==> src/rtl/mux4_rr_arbiter.sv <==
// Round-robin arbiter sharing a 4->1 one-bit mux between 4 requesters.
// Ports: clk, rst_n (async low), req[3:0], d[3:0] -> gnt[3:0], sel[1:0], z, valid.
module mux4_rr_arbiter #(
  parameter int MAX_HOLD = 4
) (
  input  logic       clk,
  input  logic       rst_n,
  input  logic [3:0] req,
  input  logic [3:0] d,
  output logic [3:0] gnt,
  output logic [1:0] sel,
  output logic       z,
  output logic       valid
);

  localparam int HW =
    ($clog2(MAX_HOLD + 1) > 1) ? $clog2(MAX_HOLD + 1) : 1;
  localparam logic [HW-1:0] HOLD_LIM = HW'(MAX_HOLD);
  localparam logic [HW-1:0] HOLD_ONE = HW'(1);

  localparam logic [0:0] IDLE  = 1'b0;
  localparam logic [0:0] GRANT = 1'b1;

  logic [0:0]    fsm_q, fsm_d;
  logic [3:0]    gnt_q, gnt_d;
  logic [1:0]    sel_q, sel_d;
  logic [1:0]    ptr_q, ptr_d;
  logic [HW-1:0] hold_q, hold_d;
  logic          z_q, valid_q;
  logic [1:0]    pick_idx;
  logic          release_c;

  // First set bit scanning p, p+1, ... (mod 4). Descending loop
  // lets the nearest candidate overwrite the farther ones.
  function automatic logic [1:0] pick(
    input logic [3:0] m,
    input logic [1:0] p
  );
    logic [1:0] idx;
    pick = p;
    for (int k = 3; k >= 0; k--) begin
      idx = p + 2'(k);
      if (m[idx]) pick = idx;
    end
  endfunction

  assign pick_idx = pick(req, ptr_q);

  // sel_q is the owner while granting.
  assign release_c = !req[sel_q] ||
    ((MAX_HOLD != 0) && (hold_q == HOLD_LIM));

  always_comb begin
    fsm_d  = fsm_q;
    gnt_d  = gnt_q;
    sel_d  = sel_q;
    ptr_d  = ptr_q;
    hold_d = hold_q;
    unique case (1'b1)
      (fsm_q == IDLE) || release_c: begin
        if (req != 4'b0) begin
          fsm_d  = GRANT;
          gnt_d  = 4'b0;
          gnt_d[pick_idx] = 1'b1;
          sel_d  = pick_idx;
          ptr_d  = pick_idx + 2'd1;
          hold_d = HOLD_ONE;
        end else begin
          fsm_d  = IDLE;
          gnt_d  = 4'b0;
          hold_d = '0;
        end
      end
      default: begin
        if (hold_q != '1) hold_d = hold_q + HOLD_ONE;
      end
    endcase
  end

  always_ff @(posedge clk or negedge rst_n) begin
    if (!rst_n) begin
      fsm_q   <= IDLE;
      gnt_q   <= 4'b0;
      sel_q   <= 2'd0;
      ptr_q   <= 2'd0;
      hold_q  <= '0;
      z_q     <= 1'b0;
      valid_q <= 1'b0;
    end else begin
      fsm_q  <= fsm_d;
      gnt_q  <= gnt_d;
      sel_q  <= sel_d;
      ptr_q  <= ptr_d;
      hold_q <= hold_d;
      // Output stage samples the mux with the select already
      // registered, so z trails sel by one clock.
      if (fsm_q == GRANT) begin
        z_q     <= d[sel_q];
        valid_q <= 1'b1;
      end else begin
        valid_q <= 1'b0;
      end
    end
  end

  assign gnt   = gnt_q;
  assign sel   = sel_q;
  assign z     = z_q;
  assign valid = valid_q;

endmodule

==> config.mk <==
export PLATFORM = sky130hd
export DESIGN_NAME = mux4_rr_arbiter
export DESIGN_NICKNAME = d
export VERILOG_FILES = /design/src/rtl/mux4_rr_arbiter.sv
export SDC_FILE = /design/constraint.sdc
export NUM_CORES = 1
export LEC_CHECK = 0
export CAP_MARGIN = 0
export CORE_MARGIN = 8
export CORE_UTILIZATION = 35
export DETAILED_ROUTE_END_ITERATION = 12
export PLACE_DENSITY_LB_ADDON = 0.15
export SYNTH_ARGS = -nofsm -noshare
export SYNTH_HDL_FRONTEND = slang
export SYNTH_SLANG_ARGS = --single-unit
==> constraint.sdc <==
create_clock -name clk -period 2.16 [get_ports clk]
set_input_delay 0.432 -clock clk [delete_from_list [all_inputs] [get_ports clk]]
set_output_delay 0.432 -clock clk [all_outputs]
set_load 0.03 [all_outputs]
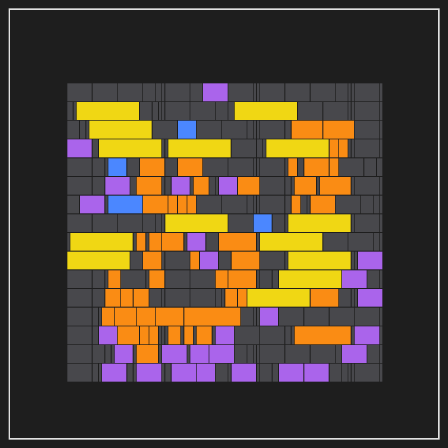
Figure 1: placement by cell class.
Fill, decap, tap and diode cells in grey.
legend:
  yellow:
    class: sequential cells
    cells: 14
    share_of_their_area: 34%
  purple:
    class: remaining buffers and delay cells
    cells: 27
    share_of_their_area: 24%
  blue:
    class: clock drivers and dummy loads
    cells: 4
    share_of_their_area: 3.6%
  orange:
    class: combinational and other logic
    cells: 50
    share_of_their_area: 38%
design area: 1050 um2
fraction of area in registers: 33.2%
post-layout util: 52.7%
Placement Rows: 16
core area: 2000 um2

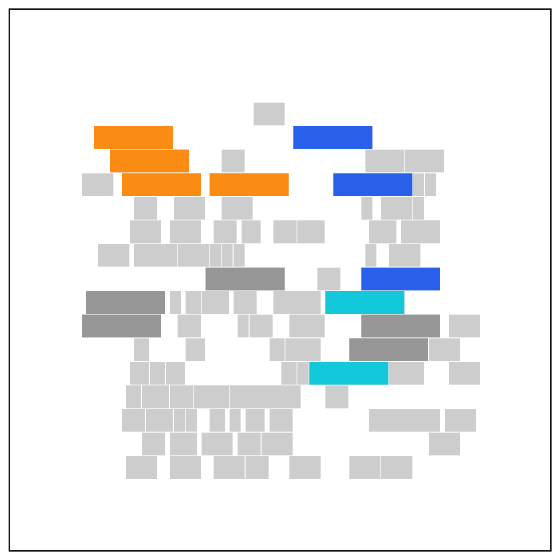
Figure 2: sequential cells grouped by signal name.
Other sequential cells in the stronger grey, the rest of the logic in the fainter grey.
legend:
  blue:
    name_in_the_netlist: `hold_q`
    placed_flops: 3
  orange:
    name_in_the_netlist: `gnt`
    placed_flops: 4
  cyan:
    name_in_the_netlist: `sel`
    placed_flops: 2
not coloured: 5
Seq power: 457 uW
register area: 350 um2

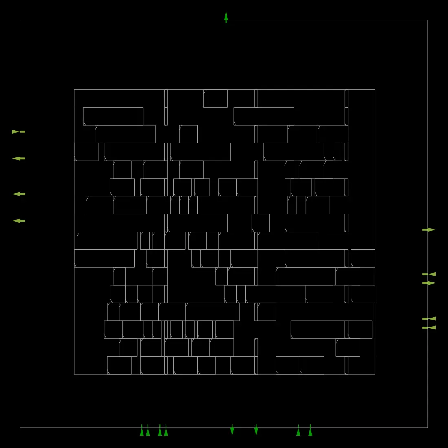
Figure 3: placed standard cells.
Flop Count: 14
Post-Layout Cell Count: 122
n_taps: 27
Filler Cells Inserted: 189

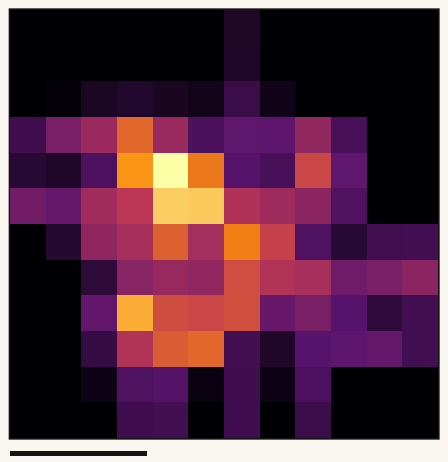
Figure 4: wiring heat map.
Scale bar: 20 um. The die is cut into 12 by 12 equal tiles; black is low, pale yellow is high, scaled to the fullest tile. Values are wire area over tile area, all layers added.
nearly empty tiles: 38%
mean over tiles: 0.062
fullest tile: 0.31
densest ninth of the die: centre
tiles over half the peak: 12%
vias: 577
all-layer global routing usage: 8.37%
WL final: 1510 um

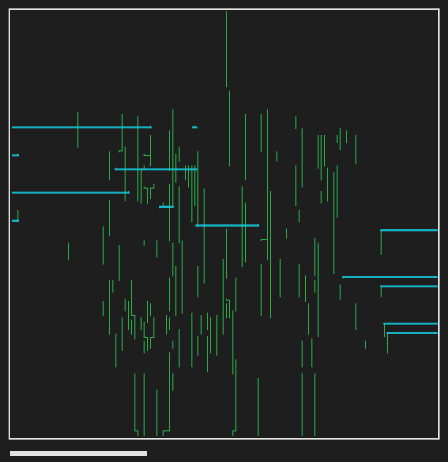
Figure 5: signal wires by layer.
Scale bar: 20 um. Two of the layers only.
legend:
  cyan:
    layer: metal 3
    wire_length: 105 um
  green:
    layer: metal 2
    wire_length: 652 um
DR WL/cell: 12.4 um

==> metrics.cfg <==
[global_route]
top_usage_layer = met2
overflow = 0
grt_util_met1_pct = 10.1
grt_antenna_before_repair = 0
use_met3_pct = 4.48
grt_pass1_vias = 611

[layout]
comb_share_pct = 35.5
insertedDiodeCount = 0
final.clkbuf_count = 4
nets = 109
comb_cells = 46
final-clk-cell-share_pct = 3.44
synthToLayoutAreaGrowth_pct = 40.5
nonClkBufAreaFrac_pct = 23.3
drive_above_1_share_pct = 27.4
largest_reg_flops = 4

[drt]
wl_met3_um = 105
topRoutingLayerUsed = met4
first_pass_iters = 4
drt-met1-wl_um = 739
drtAntennaViolNets = 0
drt_drc_violations_left = 0
drtIter0Drc = 12

[critical_path]
required_ns = 2.33
r2r.worst_path.cells = 4
worst-r2r-setup-slack_ns = 0.44
r2r_end = sel[1]
start_kind = primary input

[floorplan]
chip_area_um2 = 3880
initial_core_util_pct = 37.5

[synth]
yosysChipArea_um2 = 751
aoi_share_pct = 13.5
synth_area_um2 = 751
flop_cell = dfrtp_1
adder_share_pct = 5.00
async_flop_share_pct = 100
synthTopCellsByCount = dfrtp_1, nor2_1, inv_1
top_cell = dfrtp_1
ys_sh_simple_pct = 16.8
syn_avg_cell_area_um2 = 11.5
mux_area_share_pct = 12.2
yosysUniqueCellTypes = 30
xor_share_pct = 2.33
syn_inst = 65
top_cell_area_share_pct = 46.7
fp_nets = 78
logic_family = simple AND/OR/NAND/NOR gates

[sta]
slew_violations = 0
finalCriticalPeriod_ns = 1.91
setup_violations = 0
skew_ns = 0.00401
period_used_pct = 88.5
fmax_ghz = 0.523
worstMarginPinSlew_ns = 0.602
hold_violations = 0
rsz0062_at_grt = false

[placement]
placed_area_um2 = 1020
gp_congestion = 0.835
dp_hpwl_um = 1200

[flow_run]
drv_cap = 0

[min_path]
holdPathEnd = valid
hold_path_depth = 0
hp-start = fsm_q
min_path_type = flop to flop

[cts]
cts_buffer_depth = 2
ctsHoldBuffers = 0
htreeDepth = 1
path_clk_slew_ns = 0.08
cts_tree = built
postCtsResizedCells = 0
cts-root-buf = clkbuf_4
clk_latency_ns = 0.28

[power_and_ir_drop]
leakagePower_uw = 0.000466
pwr-share-seq_pct = 32.0
powerDensity_nw_per_um2 = 1360
peakVddDrop_uv = 748
p_comb_share_pct = 55.1
netSwitchingPower_uw = 541
power_uw = 1430

[run_status]
status = complete, no violations

-- cells in the final DEF, fill, tap and decap left out --
master            n
a22o_2            2
and2_1            1
clkdlybuf4s50_1  17
ha_1              3
dfrtp_1          14
o21ai_0           3
mux2_4            1
clkbuf_8          1
and2b_2           1
xnor2_1           2
nor2b_1           2
and3b_1           1
o221a_2           1
a32o_1            2
mux2i_1           2
a21o_2            1
or4_1             1
a2bb2oi_1         1
inv_1             4
mux2_2            1
mux4_2            2
nor3_1            1
nand3_1           1
a21oi_1           2
buf_4            10
nor4_1            1
nor2_1            7
clkbuf_4          3
o21a_1            1
nor2_4            1
and3_4            1
nand2_1           3
nand2_2           1
-- worst max path at each step --
stage                       from      to  slack (ns)  depth (start not counted)
after floorplan           sel[0]  sel[1]        0.17                          5
after global placement    req[3]  gnt[0]       -0.04                          6
after detailed placement  req[0]  sel[1]       -0.04                          5
after CTS                 req[3]  gnt[0]        0.26                          6
after global routing      req[3]  gnt[2]        0.17                          6
final                     req[3]  gnt[0]        0.25                          6
-- power by group through the flow --
stage / clock network, uW / registers (uW) / logic (uW)
2_1_floorplan: 0 / 556 / 426
3_3_place_gp: 0 / 464 / 791
3_5_place_dp: 0 / 466 / 792
4_1_cts: 193 / 462 / 800
5_1_grt: 203 / 480 / 876
6_report: 184 / 457 / 788
-- critical path, stage by stage --
cell,delay (ns)
clkdlybuf4s50_1,0.55
and3b_1,0.19
or4_1,0.49
nand2_2,0.12
nor2_1,0.06
a22o_2,0.23
-- stage by stage --
step / setup TNS, ns / worst slack (ns)
final: 0 / 0.247
after global routing: 0 / 0.172
after CTS: 0 / 0.256
after detailed placement: -0.0899 / -0.0427
after global placement: -0.114 / -0.0431
after floorplan: 0 / 0.171
Power figures rest on the tool's default switching activity, not on a simulated workload.
